File: src/rtl/vga_fb_pixel_sink.sv
// Pixel sink for the frame-buffer stream: buffers pixels in a small FIFO, throttles the
// generator through s_enable and emits one registered VGA pixel per pixel_ce strobe.
module vga_fb_pixel_sink #(
  parameter int PIXEL_BITS     = 12,
  parameter int FIFO_ADDR_BITS = 4,
  parameter int ENABLE_SLACK   = 6,
  parameter int START_LEVEL    = 8
) (
  input  logic                    clk,
  input  logic                    reset,
  input  logic                    pixel_ce,
  input  logic                    s_valid,
  input  logic                    s_hsync,
  input  logic                    s_vsync,
  input  logic [PIXEL_BITS-1:0]   s_color,
  output logic                    s_enable,
  output logic                    vga_hsync,
  output logic                    vga_vsync,
  output logic [PIXEL_BITS/3-1:0] vga_red,
  output logic [PIXEL_BITS/3-1:0] vga_green,
  output logic [PIXEL_BITS/3-1:0] vga_blue,
  output logic                    running,
  output logic                    underflow,
  output logic                    overflow
);

  localparam int DEPTH       = 2 ** FIFO_ADDR_BITS;
  localparam int COLOR_BITS  = PIXEL_BITS / 3;
  localparam int ENTRY_BITS  = PIXEL_BITS + 2;

  localparam logic [FIFO_ADDR_BITS:0]   CNT_ONE      = {{FIFO_ADDR_BITS{1'b0}}, 1'b1};
  localparam logic [FIFO_ADDR_BITS-1:0] PTR_ONE      = {{(FIFO_ADDR_BITS-1){1'b0}}, 1'b1};
  localparam logic [FIFO_ADDR_BITS:0]   CNT_FULL     = {1'b1, {FIFO_ADDR_BITS{1'b0}}};
  localparam logic [FIFO_ADDR_BITS:0]   ENABLE_LIMIT = CNT_FULL - ENABLE_SLACK[FIFO_ADDR_BITS:0];
  localparam logic [FIFO_ADDR_BITS:0]   START_CNT    = START_LEVEL[FIFO_ADDR_BITS:0];

  localparam logic STATE_FILL = 1'b0;
  localparam logic STATE_RUN  = 1'b1;

  // FIFO storage and bookkeeping
  logic [ENTRY_BITS-1:0]     mem_q [DEPTH];
  logic [FIFO_ADDR_BITS-1:0] wr_ptr_q, wr_ptr_d;
  logic [FIFO_ADDR_BITS-1:0] rd_ptr_q, rd_ptr_d;
  logic [FIFO_ADDR_BITS:0]   count_q, count_d;
  logic                      full, empty, push, pop;

  logic                      state_q, state_d;
  logic                      s_enable_q, s_enable_d;
  logic                      rst_dly_q;

  logic                      hsync_q, hsync_d;
  logic                      vsync_q, vsync_d;
  logic [PIXEL_BITS-1:0]     color_q, color_d;
  logic                      underflow_q, underflow_d;
  logic                      overflow_q, overflow_d;

  always_comb begin
    // NOTE: every combinational output gets a default first so no path leaves it unassigned (no latch).
    full        = (count_q == CNT_FULL);
    empty       = (count_q == '0);
    pop         = pixel_ce && (state_q == STATE_RUN) && !empty;
    // A pop in the same cycle frees the slot, so a full FIFO still accepts the push.
    push        = s_valid && (!full || pop);

    wr_ptr_d    = push ? wr_ptr_q + PTR_ONE : wr_ptr_q;
    rd_ptr_d    = pop  ? rd_ptr_q + PTR_ONE : rd_ptr_q;
    count_d     = count_q;
    if (push && !pop) begin
      count_d = count_q + CNT_ONE;
    end else if (pop && !push) begin
      count_d = count_q - CNT_ONE;
    end

    state_d = state_q;
    if ((state_q == STATE_FILL) && (count_q >= START_CNT)) begin
      state_d = STATE_RUN;
    end

    // Enable is held low for one extra cycle after reset via rst_dly_q.
    s_enable_d  = !rst_dly_q && (count_d <= ENABLE_LIMIT);

    hsync_d     = hsync_q;
    vsync_d     = vsync_q;
    color_d     = color_q;
    underflow_d = underflow_q;
    overflow_d  = overflow_q | (s_valid && full && !pop);
    if (pixel_ce) begin
      if (state_q == STATE_RUN) begin
        if (!empty) begin
          {hsync_d, vsync_d, color_d} = mem_q[rd_ptr_q];
        end else begin
          color_d     = '0;
          underflow_d = 1'b1;
        end
      end else begin
        color_d = '0;
      end
    end
  end

  always_ff @(posedge clk) begin
    // NOTE: sequential state uses non-blocking assignments so all registers update from pre-edge values.
    if (reset) begin
      wr_ptr_q    <= '0;
      rd_ptr_q    <= '0;
      count_q     <= '0;
      state_q     <= STATE_FILL;
      s_enable_q  <= 1'b0;
      rst_dly_q   <= 1'b1;
      hsync_q     <= 1'b0;
      vsync_q     <= 1'b0;
      color_q     <= '0;
      underflow_q <= 1'b0;
      overflow_q  <= 1'b0;
    end else begin
      wr_ptr_q    <= wr_ptr_d;
      rd_ptr_q    <= rd_ptr_d;
      count_q     <= count_d;
      state_q     <= state_d;
      s_enable_q  <= s_enable_d;
      rst_dly_q   <= 1'b0;
      hsync_q     <= hsync_d;
      vsync_q     <= vsync_d;
      color_q     <= color_d;
      underflow_q <= underflow_d;
      overflow_q  <= overflow_d;
    end
  end

  // NOTE: the storage array is not reset; occupancy and pointers alone define which entries are valid.
  always_ff @(posedge clk) begin
    if (!reset && push) begin
      mem_q[wr_ptr_q] <= {s_hsync, s_vsync, s_color};
    end
  end

  assign s_enable  = s_enable_q;
  assign vga_hsync = hsync_q;
  assign vga_vsync = vsync_q;
  assign vga_red   = color_q[PIXEL_BITS-1 -: COLOR_BITS];
  assign vga_green = color_q[2*COLOR_BITS-1 -: COLOR_BITS];
  assign vga_blue  = color_q[COLOR_BITS-1:0];
  assign running   = (state_q == STATE_RUN);
  assign underflow = underflow_q;
  assign overflow  = overflow_q;

endmodule

File: config.mk
export PLATFORM = sky130hd
export DESIGN_NAME = vga_fb_pixel_sink
export DESIGN_NICKNAME = d
export VERILOG_FILES = /design/src/rtl/vga_fb_pixel_sink.sv
export SDC_FILE = /design/constraint.sdc
export NUM_CORES = 1
export LEC_CHECK = 0
export ABC_AREA = 1
export CORE_MARGIN = 2
export CORE_UTILIZATION = 35
export DETAILED_ROUTE_END_ITERATION = 12
export GPL_TIMING_DRIVEN = 0
export SLEW_MARGIN = 0
export SYNTH_ARGS = -nofsm -noshare
export SYNTH_HDL_FRONTEND = slang
export SYNTH_SLANG_ARGS = --single-unit
File: constraint.sdc
create_clock -name clk -period 2.1 [get_ports clk]
set_clock_uncertainty 0.15 [all_clocks]
set_input_delay 0.21 -clock clk [delete_from_list [all_inputs] [get_ports clk]]
set_output_delay 0.21 -clock clk [all_outputs]
set_load 0.01 [all_outputs]
Logic cells by family:
Scale bar: 50 µm.
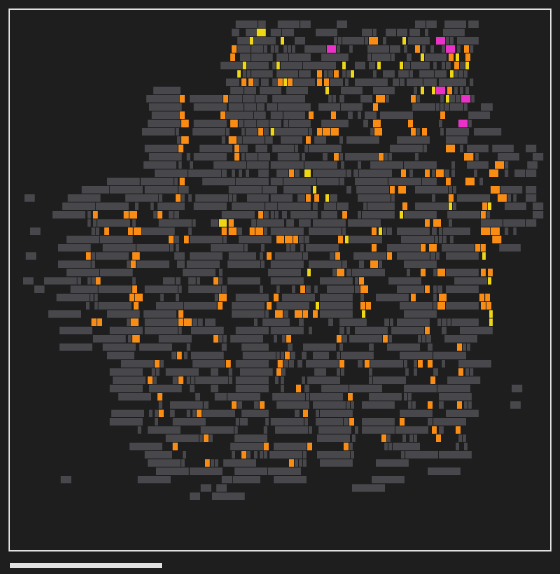
- inverting AOI/OAI gates: orange (cells 189; most used o21ai_0)
- XOR/XNOR gates: magenta (cells 6; most used xor2_1; where upper right)
- inverters: yellow (cells 37; most used inv_1)

Cells coloured by class:
Scale bar: 50 µm.
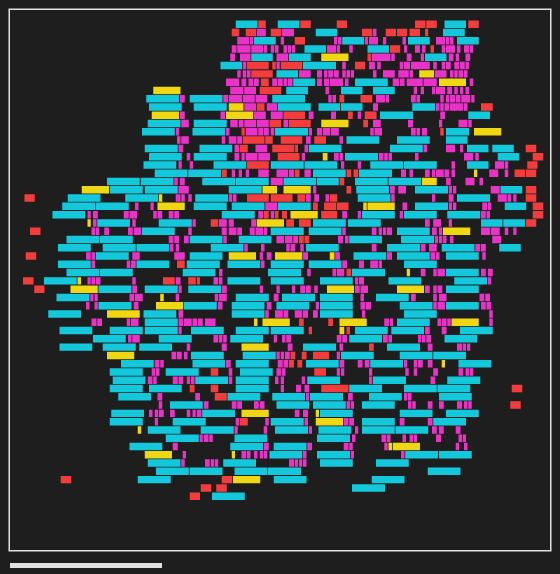
- all other logic: magenta (cells 584; share of their area 24%)
- flip-flops: cyan (cells 260; share of their area 60%)
- other buffers and delay cells: red (cells 112; share of their area 8.6%)
- clock drivers and dummy loads: yellow (cells 51; share of their area 7.3%)

Clock routing:
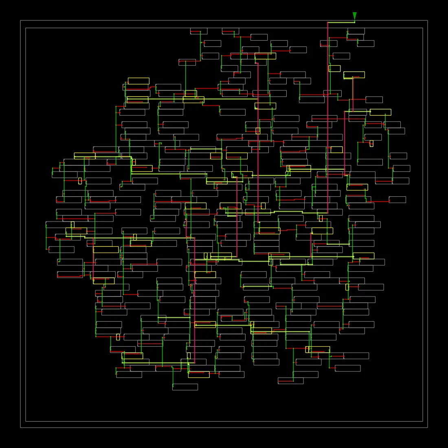
number of clock buffers inserted by TritonCTS: 28
seq_cells: 260
insertion delay to the later sink of the worst-skew pair: 540 ps
CLK BUF: 43
clock sink count: 260

==> impl_metrics.csv <==
group,metric,value,unit
global_routing,grt_max_degree,20,
cells_and_area,final-nonclk-buf-share,8.288,%
drt,drt-total-wl,28370,µm
clock_network,cts_root_buf,"clkbuf_16",
final_timing,fin_crit,2040,ps
synthesis,synthTopCellsByArea,"edfxtp_1, nor2_1, dfxtp_1",
cells_and_area,nNonClkBuffers,112,
synthesis,ys_types,27,
cells_and_area,final_area,12890,µm²
floorplan,tapCellCount,390,
cells_and_area,seq_share,57.78,%
setup_path,critPathMaxFanout,6,
setup_path,crit_path_start,"count_q[0]",
power_and_ir_drop,peakVddDrop,0.6510,mV
power_and_ir_drop,pwr-share-seq,49.8,%
min_path,min_path_cells,4,
final_timing,worst_slack,59.94,ps
floorplan,initCoreUtil,35.50,%
min_path,whs_endpoint,"color_q[0]",
global_routing,grt_util_all_layers,17.96,%
synthesis,ys_cells,894,
run,cap_violations,0,
floorplan,num_rows,63,
final_timing,relSlewSlack,45.21,%
drt,dr.pass1.iters,5,
power_and_ir_drop,power_leader,"registers",
power_and_ir_drop,switchingPower,2.622,mW
setup_path,path_class,"flip-flop to flip-flop",
synthesis,synthMuxAreaShare,0,%
global_routing,grt_pass1_wl,42000,µm
drt,dr.first_iter.drc_count,855,
floorplan,die_w,177.4,µm
synthesis,ys_seq_share,70.78,%
power_and_ir_drop,total_power,11.49,mW
cells_and_area,biggestCellCategory,"flip-flops and latches",
cells_and_area,fin_cells,1397,
power_and_ir_drop,clkPwrFrac,41.8,%
synthesis,floorplan.nets,920,
global_routing,grt_pass1_vias,6948,
min_path,hp-class,"input port to flip-flop",
synthesis,yosys.area.top_type,"edfxtp_1",
synthesis,xor_share,0.4995,%
synthesis,fa_ha_area_share,0.9514,%
final_timing,fmax,0.4902,GHz
cells_and_area,area_growth,22.54,%
placement,post-place-ws,-1175,ps
setup_path,worstSetupStartpointType,"flip-flop",
power_and_ir_drop,p_leak,4.366,nW
final_timing,tightest_slew,819.3,ps
final_timing,setup_viol,0,
cells_and_area,final_nets,1012,
final_timing,holdWs,265.2,ps
min_path,hold_start,"pixel_ce",
floorplan,io_pins,36,
synthesis,top_cell_area_share,63.93,%
final_timing,finalClockPeriodUsage,97.15,%
clock_network,cts_tree,"yes",
setup_path,r2r_start,"count_q[0]",
cells_and_area,diodes,0,
setup_path,worstPathArrival,2150,ps
power_and_ir_drop,pwr-share-comb,8.4,%
cells_and_area,clockNetworkAreaShare,6.978,%
synthesis,ys_warn_count,0,
placement,dpl.hpwl,17810,µm
final_timing,drv_slew,0,
setup_path,cp.required,2210,ps
floorplan,die-height,177.4,µm
drt,drc_errors,0,
cells_and_area,layout-drive-gt1-share,15.29,%
final_timing,hold_viol,0,
synthesis,synth-area-yosys,10520,µm²
outcome,outcome,"complete, no violations",
placement,io_buffer_count,35,
synthesis,topCombFamilyByArea,"simple AND/OR/NAND/NOR gates",
cells_and_area,comb_area_share,22.00,%
power_and_ir_drop,switching_share,22.82,%
clock_network,htree_num_levels,1,
power_and_ir_drop,internal_power,8.865,mW
clock_network,post_cts_buffers,18,
synthesis,syn_avg_cell_area,11.77,µm²
clock_network,cts_resized,35,
synthesis,ys_seq_elements,260,
cells_and_area,nNonClkInverters,37,
clock_network,cts_hold_buffers,1,
drt,ant_nets,0,
synthesis,compound_area_share,10.18,%
setup_path,end_kind,"flip-flop",
synthesis,synth_area,10520,µm²
placement,placed_cells,1322,
cells_and_area,logic_gate_count,547,
cells_and_area,combGateArea,2836,µm²
setup_path,crit_end,"mem_q[7][0]",
synthesis,simple_gate_area_share,13.57,%
placement,gp_congestion,0.8383,
final_timing,tns,0,ps
global_routing,antenna_found_initial,0,
global_routing,grt-ovfl-total,0,
cells_and_area,final_util,43.50,%
drt,via_per_inst,5.162,
drt,via_count,7211,
power_and_ir_drop,pg_seq,5.72,mW
clock_network,clk_pin_slew_worst_paths,60,ps
cells_and_area,fill_cells,2738,
clock_network,cts_buffer_depth,3,
synthesis,syn_inst,894,
power_and_ir_drop,p_comb,969,µW
run,warnings,32,
cells_and_area,register_area,7450,µm²
floorplan,die-area,31460,µm²
drt,wl_per_cell,20.31,µm
placement,place_area,11410,µm²
setup_path,rrSetupSlack,60,ps
floorplan,core_area,29640,µm²
Supply network:
Pins as bars on the die edge. Tap cells in grey.
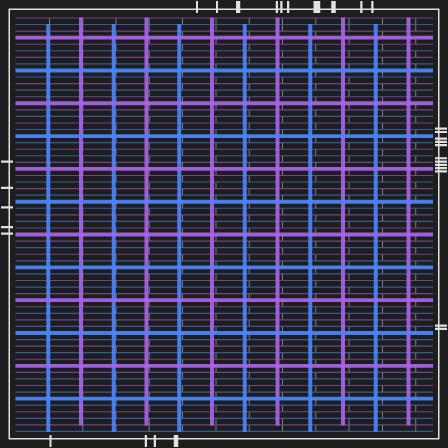
- VSS: blue
- VDD: purple
- tap cells: 390
- met1 rails: 64
- met4 straps: 12
- met5 straps: 12

Routed clock nets over the placement:
Scale bar: 50 µm.
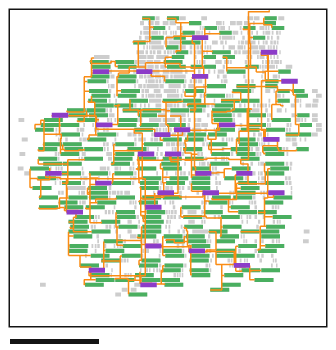
- clock wires: orange (length 3080 µm)
- flip-flops: green (count 260)
- cells driving clock nets: purple (count 28)
- routed clock nets: 29

==> layout by cell type, fill, tap and decap left out, types with 7 or more instances in the layout <==
cell             count
nor2_1             192
buf_6               11
nand2_1             58
a21oi_1             21
nand3_2              7
clkbuf_16           31
clkbuf_1            20
buf_2                9
buf_4               13
clkdlybuf4s50_1     35
nor2_4              17
a21oi_2             12
dfxtp_1             34
edfxtp_1           224
ha_1                 7
o21ai_1             29
o21ai_0             95
clkbuf_2            14
nand3_1             60
inv_1               33
buf_12              13
o211ai_1            32
==> registers in the layout, summed over array words and instances, names as in the netlist, named ones only <==
register	count
mem_q	224
color_q	12
count_q	5
rd_ptr_q	4
wr_ptr_q	4
overflow	1
rst_dly_q	1
running	1
s_enable	1
underflow	1
vga_hsync	1
vga_vsync	1
==> per-layer routing <==
metal / part of all wire, % / vias up / GRT usage [%] / wire length [µm]
met5: 0 / - / 0 / 0
li1: - / 3351 / - / -
met4: 4.0 / 0 / 6.933 / 1122
met3: 7.6 / 73 / 2.849 / 2165
met2: 47 / 309 / 29.23 / 13200
met1: 42 / 3478 / 24.18 / 11880
==> critical path, stage by stage (launching register included) <==
cell and delay, ps:
dfxtp_2 350, inv_1 90, ha_2 220, nand4_1 130, nand2_2 130, clkinv_4 120, nand2_4 110, nor2_4 240
clkbuf_16 210
==> synth_stat cells <==
cell	instances
edfxtp_1	224
nor2_1	208
o21ai_0	95
nand3_1	66
nand2_1	63
dfxtp_1	36
inv_1	34
o211ai_1	32
o21ai_1	29
clkbuf_1	26
a21oi_1	21
a21oi_2	12
buf_2	12
ha_1	8
buf_6	7
xor2_1	5
buf_4	4
nand3_4	2
nand4_1	2
buf_8	1
clkinv_1	1
inv_2	1
inv_4	1
nand2_4	1
nand3_2	1
nor2_4	1
xnor2_1	1
Power figures rest on the tool's default switching activity, not on a simulated workload.
